<file path="src/rtl/rv_fetch_pc_pkg.sv">
// ============================================================================
// rv_fetch_pc_pkg
// ----------------------------------------------------------------------------
// Shared types and constants for the fetch/PC stage.
//   - fetch_state_e : fetch FSM states (FETCH, WAIT, ISSUE, HALT)
//   - pc_ops_t      : one-hot PC opcode produced by the decoder
//   - Pc*           : the individual one-hot opcode values
//   - InstrBytes    : size of one instruction in bytes (sequential PC step)
//   - is_onehot()   : true when exactly one bit of a PC opcode is set
// ============================================================================
package rv_fetch_pc_pkg;

    localparam int InstrBytes = 4;

    typedef enum logic [1:0] {
        FETCH = 2'd0,
        WAIT  = 2'd1,
        ISSUE = 2'd2,
        HALT  = 2'd3
    } fetch_state_e;

    typedef logic [4:0] pc_ops_t;

    localparam pc_ops_t PcStop   = 5'b00001;
    localparam pc_ops_t PcIncr   = 5'b00010;
    localparam pc_ops_t PcJAL    = 5'b00100;
    localparam pc_ops_t PcJALR   = 5'b01000;
    localparam pc_ops_t PcBranch = 5'b10000;

    // x & (x-1) clears the lowest set bit; zero afterwards means at most
    // one bit was set, and the non-zero test rules out the empty opcode.
    function automatic logic is_onehot(input pc_ops_t op);
        pc_ops_t op_m1;
        op_m1 = op - pc_ops_t'(1);
        return (op != '0) && ((op & op_m1) == '0);
    endfunction

endpackage : rv_fetch_pc_pkg

</file>
<file path="src/rtl/rv_fetch_pc_if.sv">
// ============================================================================
// rv_fetch_pc_if
// ----------------------------------------------------------------------------
// Bundles the three channels the fetch stage talks on:
//   imem request  : imem_valid / imem_ready / imem_addr
//   imem response : rsp_valid / rsp_data (one response per accepted request)
//   decode channel: instr_valid / instr_ready / instr / instr_pc, plus the
//                   decoder's PC control returned in the accept cycle
//                   (pc_op, imm, rs1, br_taken)
// Modports:
//   master : the fetch stage (rv_fetch_pc)
//   slave  : the environment (imem + decode)
// ============================================================================
interface rv_fetch_pc_if
    import rv_fetch_pc_pkg::*;
#(
    parameter int XLEN = 32
);
    // imem request
    logic            imem_valid;
    logic            imem_ready;
    logic [XLEN-1:0] imem_addr;
    // imem response
    logic            rsp_valid;
    logic [31:0]     rsp_data;
    // decode channel
    logic            instr_valid;
    logic            instr_ready;
    logic [31:0]     instr;
    logic [XLEN-1:0] instr_pc;
    // decoder PC control, meaningful while instr_valid && instr_ready
    pc_ops_t         pc_op;
    logic [XLEN-1:0] imm;
    logic [XLEN-1:0] rs1;
    logic            br_taken;

    modport master (
        output imem_valid, imem_addr,
        input  imem_ready,
        input  rsp_valid, rsp_data,
        output instr_valid, instr, instr_pc,
        input  instr_ready,
        input  pc_op, imm, rs1, br_taken
    );

    modport slave (
        input  imem_valid, imem_addr,
        output imem_ready,
        output rsp_valid, rsp_data,
        input  instr_valid, instr, instr_pc,
        output instr_ready,
        output pc_op, imm, rs1, br_taken
    );

endinterface : rv_fetch_pc_if

</file>
<file path="src/rtl/rv_fetch_pc_pc_next.sv">
// ============================================================================
// rv_pc_next
// ----------------------------------------------------------------------------
// Purely combinational next-PC computation and fault classification.
// Ports:
//   pc         in   XLEN  current PC (PC of the instruction being accepted)
//   op         in   5     one-hot PC opcode from decode
//   imm        in   XLEN  sign-extended J/B immediate
//   rs1        in   XLEN  JALR base register value
//   taken      in   1     branch condition result
//   next_pc    out  XLEN  candidate next PC (equals pc for stop / illegal)
//   stop       out  1     opcode is PcStop
//   misaligned out  1     legal, non-stop op whose target has bit 1 set
//   illegal    out  1     opcode is zero or has several bits set
// All arithmetic wraps modulo 2^XLEN.
// ============================================================================
module rv_pc_next
    import rv_fetch_pc_pkg::*;
#(
    parameter int XLEN = 32
) (
    input  logic [XLEN-1:0] pc,
    input  pc_ops_t         op,
    input  logic [XLEN-1:0] imm,
    input  logic [XLEN-1:0] rs1,
    input  logic            taken,
    output logic [XLEN-1:0] next_pc,
    output logic            stop,
    output logic            misaligned,
    output logic            illegal
);

    logic [XLEN-1:0] seq_pc;
    logic [XLEN-1:0] rel_pc;
    logic [XLEN-1:0] jalr_pc;

    assign seq_pc  = pc + XLEN'(InstrBytes);
    assign rel_pc  = pc + imm;
    // JALR clears bit 0 of the sum before the alignment check.
    assign jalr_pc = (rs1 + imm) & {{(XLEN-1){1'b1}}, 1'b0};

    always_comb begin
        next_pc = pc;
        stop    = 1'b0;
        illegal = !is_onehot(op);
        case (op)
            PcIncr:   next_pc = seq_pc;
            PcJAL:    next_pc = rel_pc;
            PcJALR:   next_pc = jalr_pc;
            PcBranch: next_pc = taken ? rel_pc : seq_pc;
            PcStop:   stop    = 1'b1;
            default:  next_pc = pc;
        endcase
        // Only bit 1 is checked: bit 0 is already cleared for JALR and
        // J/B immediates are always even.
        misaligned = !illegal && !stop && next_pc[1];
    end

endmodule : rv_pc_next

</file>
<file path="src/rtl/rv_fetch_pc.sv">
// ============================================================================
// rv_fetch_pc
// ----------------------------------------------------------------------------
// PC register and instruction-fetch stage. Holds the PC, issues one imem
// request at a time, captures the returned word and offers it to decode.
// When decode accepts, the decoder's PC opcode selects the next PC.
// The stage halts (sticky until reset) on PcStop, a misaligned target or an
// opcode that is not one-hot.
// Ports:
//   clk       in   1     clock, rising edge
//   rstn      in   1     asynchronous active-low reset
//   fb        master    imem request/response and decode channels
//   o_halted  out  1     core halted (sticky until reset)
//   o_fault   out  2     sticky: [0] misaligned target, [1] non-one-hot op
// FSM: FETCH -> WAIT -> ISSUE -> FETCH, best case one instruction every
// three cycles; ISSUE may go to HALT, which only reset leaves.
// ============================================================================
module rv_fetch_pc
    import rv_fetch_pc_pkg::*;
#(
    parameter int              XLEN     = 32,
    parameter logic [XLEN-1:0] RESET_PC = '0
) (
    input  logic                clk,
    input  logic                rstn,
    rv_fetch_pc_if.master       fb,
    output logic                o_halted,
    output logic [1:0]          o_fault
);

    fetch_state_e    state_reg,    state_next;
    logic [XLEN-1:0] pc_reg,       pc_next;
    logic [31:0]     instr_reg,    instr_next;
    logic [XLEN-1:0] instr_pc_reg, instr_pc_next;
    logic [1:0]      fault_reg,    fault_next;

    logic [XLEN-1:0] calc_pc;
    logic            calc_stop;
    logic            calc_misaligned;
    logic            calc_illegal;
    logic            req_fire;
    logic            instr_fire;

    // ------------------------------------------------------------------
    // Next-PC datapath. Uses pc_reg, which equals instr_pc_reg while in
    // ISSUE, so the target is relative to the instruction being accepted.
    // ------------------------------------------------------------------
    rv_pc_next #(
        .XLEN (XLEN)
    ) u_pc_next (
        .pc         (pc_reg),
        .op         (fb.pc_op),
        .imm        (fb.imm),
        .rs1        (fb.rs1),
        .taken      (fb.br_taken),
        .next_pc    (calc_pc),
        .stop       (calc_stop),
        .misaligned (calc_misaligned),
        .illegal    (calc_illegal)
    );

    // ------------------------------------------------------------------
    // Outputs. The request valid is qualified with rstn so nothing is
    // requested while reset is held, even though the state already reads
    // FETCH; the first request appears as soon as rstn rises.
    // ------------------------------------------------------------------
    assign fb.imem_valid  = (state_reg == FETCH) && rstn;
    assign fb.imem_addr   = pc_reg;
    assign fb.instr_valid = (state_reg == ISSUE);
    assign fb.instr       = instr_reg;
    assign fb.instr_pc    = instr_pc_reg;
    assign o_halted       = (state_reg == HALT);
    assign o_fault        = fault_reg;

    assign req_fire   = fb.imem_valid && fb.imem_ready;
    assign instr_fire = fb.instr_valid && fb.instr_ready;

    // ------------------------------------------------------------------
    // State register
    // ------------------------------------------------------------------
    always_ff @(posedge clk or negedge rstn) begin
        if (!rstn) begin
            state_reg    <= FETCH;
            pc_reg       <= RESET_PC;
            instr_reg    <= '0;
            instr_pc_reg <= '0;
            fault_reg    <= '0;
        end else begin
            state_reg    <= state_next;
            pc_reg       <= pc_next;
            instr_reg    <= instr_next;
            instr_pc_reg <= instr_pc_next;
            fault_reg    <= fault_next;
        end
    end

    // ------------------------------------------------------------------
    // Next-state logic
    // ------------------------------------------------------------------
    always_comb begin
        state_next    = state_reg;
        pc_next       = pc_reg;
        instr_next    = instr_reg;
        instr_pc_next = instr_pc_reg;
        fault_next    = fault_reg;

        case (state_reg)
            FETCH: begin
                if (req_fire) begin
                    state_next = WAIT;
                end
            end

            // Responses are only looked at here; anything arriving in
            // another state (e.g. left over from before a reset) is dropped.
            WAIT: begin
                if (fb.rsp_valid) begin
                    state_next    = ISSUE;
                    instr_next    = fb.rsp_data;
                    instr_pc_next = pc_reg;
                end
            end

            ISSUE: begin
                if (instr_fire) begin
                    if (calc_illegal) begin
                        state_next    = HALT;
                        fault_next[1] = 1'b1;
                    end else if (calc_stop) begin
                        state_next = HALT;
                    end else if (calc_misaligned) begin
                        // PC keeps the faulting instruction's address.
                        state_next    = HALT;
                        fault_next[0] = 1'b1;
                    end else begin
                        state_next = FETCH;
                        pc_next    = calc_pc;
                    end
                end
            end

            HALT: begin
                state_next = HALT;
            end

            default: begin
                state_next = HALT;
            end
        endcase
    end

endmodule : rv_fetch_pc
</file>
<file path="src/flat_wrapper.sv">
// flat-port wrapper written by rule: the top's interface ports become plain ports
module rv_fetch_pc_flat import rv_fetch_pc_pkg::*;
#(
    parameter int              XLEN     = 32,
    parameter logic [XLEN-1:0] RESET_PC = '0
)
  (clk, rstn, o_halted, o_fault, fb_imem_valid, fb_imem_addr, fb_imem_ready, fb_rsp_valid, fb_rsp_data, fb_instr_valid, fb_instr, fb_instr_pc, fb_instr_ready, fb_pc_op, fb_imm, fb_rs1, fb_br_taken);
  rv_fetch_pc_if #(.XLEN(XLEN)) fb_i ();
  input  logic clk;
  input  logic rstn;
  output logic o_halted;
  output logic [1:0] o_fault;
  output wire logic [$bits(fb_i.imem_valid)-1:0] fb_imem_valid;
  output wire logic [$bits(fb_i.imem_addr)-1:0] fb_imem_addr;
  input wire logic [$bits(fb_i.imem_ready)-1:0] fb_imem_ready;
  input wire logic [$bits(fb_i.rsp_valid)-1:0] fb_rsp_valid;
  input wire logic [$bits(fb_i.rsp_data)-1:0] fb_rsp_data;
  output wire logic [$bits(fb_i.instr_valid)-1:0] fb_instr_valid;
  output wire logic [$bits(fb_i.instr)-1:0] fb_instr;
  output wire logic [$bits(fb_i.instr_pc)-1:0] fb_instr_pc;
  input wire logic [$bits(fb_i.instr_ready)-1:0] fb_instr_ready;
  input wire logic [$bits(fb_i.pc_op)-1:0] fb_pc_op;
  input wire logic [$bits(fb_i.imm)-1:0] fb_imm;
  input wire logic [$bits(fb_i.rs1)-1:0] fb_rs1;
  input wire logic [$bits(fb_i.br_taken)-1:0] fb_br_taken;
  assign fb_imem_valid = fb_i.imem_valid;
  assign fb_imem_addr = fb_i.imem_addr;
  assign fb_i.imem_ready = fb_imem_ready;
  assign fb_i.rsp_valid = fb_rsp_valid;
  assign fb_i.rsp_data = fb_rsp_data;
  assign fb_instr_valid = fb_i.instr_valid;
  assign fb_instr = fb_i.instr;
  assign fb_instr_pc = fb_i.instr_pc;
  assign fb_i.instr_ready = fb_instr_ready;
  assign fb_i.pc_op = fb_pc_op;
  assign fb_i.imm = fb_imm;
  assign fb_i.rs1 = fb_rs1;
  assign fb_i.br_taken = fb_br_taken;
  rv_fetch_pc #(.XLEN(XLEN), .RESET_PC(RESET_PC)) u_core (.clk(clk), .rstn(rstn), .fb(fb_i), .o_halted(o_halted), .o_fault(o_fault));
endmodule
</file>
<file path="config.mk">
export PLATFORM = sky130hd
export DESIGN_NAME = rv_fetch_pc_flat
export DESIGN_NICKNAME = d
export VERILOG_FILES = /design/src/rtl/rv_fetch_pc_pkg.sv /design/src/rtl/rv_fetch_pc_if.sv /design/src/rtl/rv_fetch_pc_pc_next.sv /design/src/rtl/rv_fetch_pc.sv /design/src/flat_wrapper.sv
export SDC_FILE = /design/constraint.sdc
export NUM_CORES = 1
export LEC_CHECK = 0
export CORE_MARGIN = 2
export CORE_UTILIZATION = 50
export CTS_CLUSTER_DIAMETER = 100
export DETAILED_ROUTE_END_ITERATION = 12
export PLACE_DENSITY = 0.81
export SYNTH_ARGS = -nofsm -noshare
export SYNTH_HDL_FRONTEND = slang
export SYNTH_SLANG_ARGS = --single-unit
</file>
<file path="constraint.sdc">
create_clock -name clk -period 4.4 [get_ports clk]
set_input_delay 0.88 -clock clk [delete_from_list [all_inputs] [get_ports clk]]
set_output_delay 0.88 -clock clk [all_outputs]
set_load 0.05 [all_outputs]
</file>
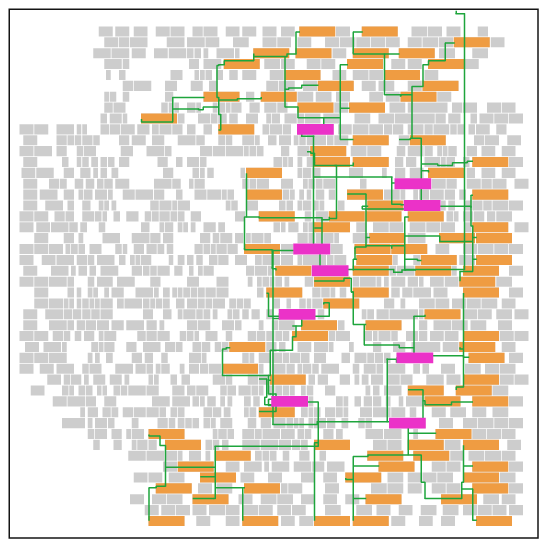
Fig. 1. Routed clock nets over the placement.
Drawn at 4 px/um.
[flip-flops] orange | count: 100
[clock wires] green | length: 1260 um
[clock drivers] magenta | count: 9
routed clock nets: 10

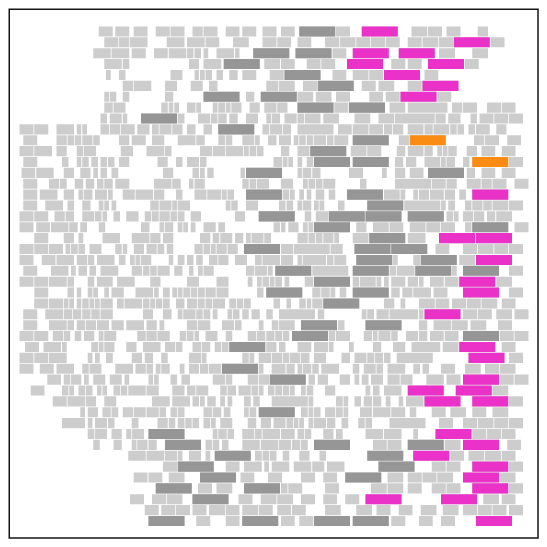
Fig. 2. Sequential cells grouped by signal name.
Drawn at 4 px/um. Other sequential cells in the stronger grey, the rest of the logic in the fainter grey.
| name in the netlist | colour | flops |
|---|---|---|
| `u_core.o_fault` | orange | 2 |
| `u_core.fb.instr` | magenta | 32 |
not coloured: 66

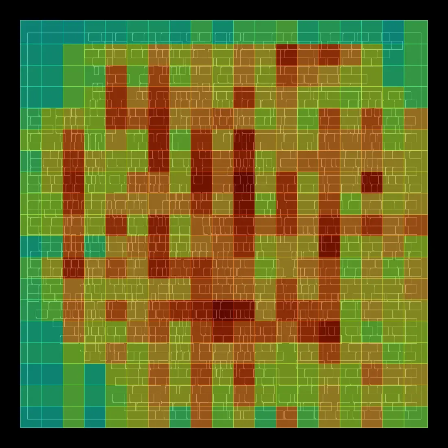
Fig. 3. Track usage over the die.
fin util: 0.673
grt met3 use: 0.0519
global-route usage over all layers: 0.291
GRT met2 Usage: 0.452
drt wl/cell: 19.0 um

==> changes_impl.md <==
### Metrics

- P_int: 2.20 mW
- Antenna violations before repair: 0
- Iter 0 DRT Violations: 730
- Crit path cell chain: clkdlybuf4s50_1 -> and2_1 -> fa_1 -> a21oi_1 -> o211ai_1 -> a21oi_1 -> o31a_1 -> o21bai_2 -> a211oi_1 -> xnor2_1 -> a221oi_1 -> o22ai_2
- Placed Area: 10500 sq um
- Post-synth ARST share: 1.00
- Highest routed metal layer: met4
- CP Class: in -> reg
- Fin area: 10700 sq um
- Die H: 132 um
- WL final: 25500 um
- Critical path buffer and inverter count: 1
- Tmin final: 3710 ps
- Slew margin rel.: 0.295
- Vias: 8228
- Fmax: 269 MHz
- Seq share, synth: 0.306
- Run status: finished clean
- RSZ-0062 raised after global routing: false
- Area Growth Syn to Fin: 31.3%
- Largest net degree at the start of global routing: 82
- Top cell excl fill/tap: clkdlybuf4s50_1
- Residual DRC count: 0
- H-Tree Depth: 3
- Grt ovf: 0
- Critical path capture point type: flop
- Clk slew on worst S/H paths: 80 ps
- Count of different cell masters after synthesis: 74
- Synth flops: 100
- Startpoint Class: input pin
- Final tally of setup violations: 0
- Row cnt: 46
- Max Cap Viol: 0
- Final RePlAce weighted congestion: 0.995
- CP peak stage delay: 490 ps
- Total CTS buffers: 9
- Comb pwr share: 0.485
- Number of I/O pins: 208
per-layer routing:
metal,global-route usage,vias up
met1,0.415,3877
li1,-,3866
met3,0.0519,46
met5,0,-
met2,0.452,439
met4,0.0864,0
metrics by stage:
step           instances  power, mW
4_1_cts             1345       3.84
3_5_place_dp        1330       3.09
3_3_place_gp        1330       3.06
2_1_floorplan        935       2.42
6_report            1345       3.85
5_1_grt             1345       4.01
synthesized netlist by cell type, types with 4 or more instances:
master	count	share of area
a211oi_1	7	0.0064
inv_1	22	0.010
or2_2	4	0.0031
o21a_1	5	0.0046
o21ai_1	24	0.015
and3_1	9	0.0069
a222oi_1	5	0.0061
and2_1	7	0.0054
nand3_1	27	0.017
a31oi_1	15	0.011
a21o_1	35	0.032
nand4_1	24	0.018
clkbuf_1	29	0.013
nor4_1	6	0.0046
a21oi_1	86	0.053
xnor2_1	28	0.030
nand3b_1	5	0.0046
a221oi_1	10	0.011
nor2_1	62	0.028
nor3_1	17	0.010
nand2_1	71	0.033
o32ai_1	5	0.0054
o22ai_1	5	0.0038
buf_2	9	0.0055
o21bai_1	7	0.0064
o21ai_0	66	0.040
mux2_2	61	0.084
or3_1	5	0.0038
ha_1	63	0.096
nand2b_1	7	0.0054
nor2b_1	7	0.0054
a21boi_0	4	0.0037
buf_4	4	0.0037
dfrtp_1	100	0.31
xor2_1	31	0.033
buf_1	4	0.0018
worst paths after layout:
kind,from,end,cells after the start
worst min-delay path,rstn,u_core.fb.instr[23],1
worst max register to register,u_core.fb.imem_addr[8],u_core.fb.imem_addr[31],10
min in group clk,u_core.o_fault[1],u_core.o_fault[1],1
worst max-delay path,fb_imm[0],u_core.fb.imem_addr[30],12
max in group asynchronous,rstn,u_core.fb.instr_pc[4],2
worst min register to register,u_core.o_fault[1],u_core.o_fault[1],1
area by class of cell:
| class | count | area share |
|---|---|---|
| Tap cell | 216 | 0.0252 |
| Inverter | 22 | 0.00770 |
| Multi-Input combinational cell | 765 | 0.501 |
| Clock inverter | 6 | 0.00455 |
| Timing Repair Buffer | 227 | 0.207 |
| Sequential cell | 100 | 0.233 |
| Clock buffer | 9 | 0.0210 |
power by group through the flow:
stage / Combinational, mW / Sequential, mW / Clock [mW]
after floorplan: 0.566 / 1.85 / 0
after global placement: 1.83 / 1.22 / 0
after detailed placement: 1.85 / 1.24 / 0
after CTS: 1.86 / 1.22 / 0.763
after global routing: 1.97 / 1.25 / 0.794
final: 1.87 / 1.22 / 0.761
kinds of logic (layout without fill, tap and decap cells):
| logic type | count (synthesis) | count (layout) |
|---|---|---|
| adders and majority gates | 65 | 65 |
| buffers and inverters | 70 | 264 |
| AOI/OAI and AO/OA | 309 | 309 |
| and+or+nand+nor | 269 | 269 |
| xor gates and xnor gates | 59 | 59 |
| DFF | 100 | 100 |
| muxes | 63 | 63 |
No activity file was given, so power comes from the tool's default toggle rates.
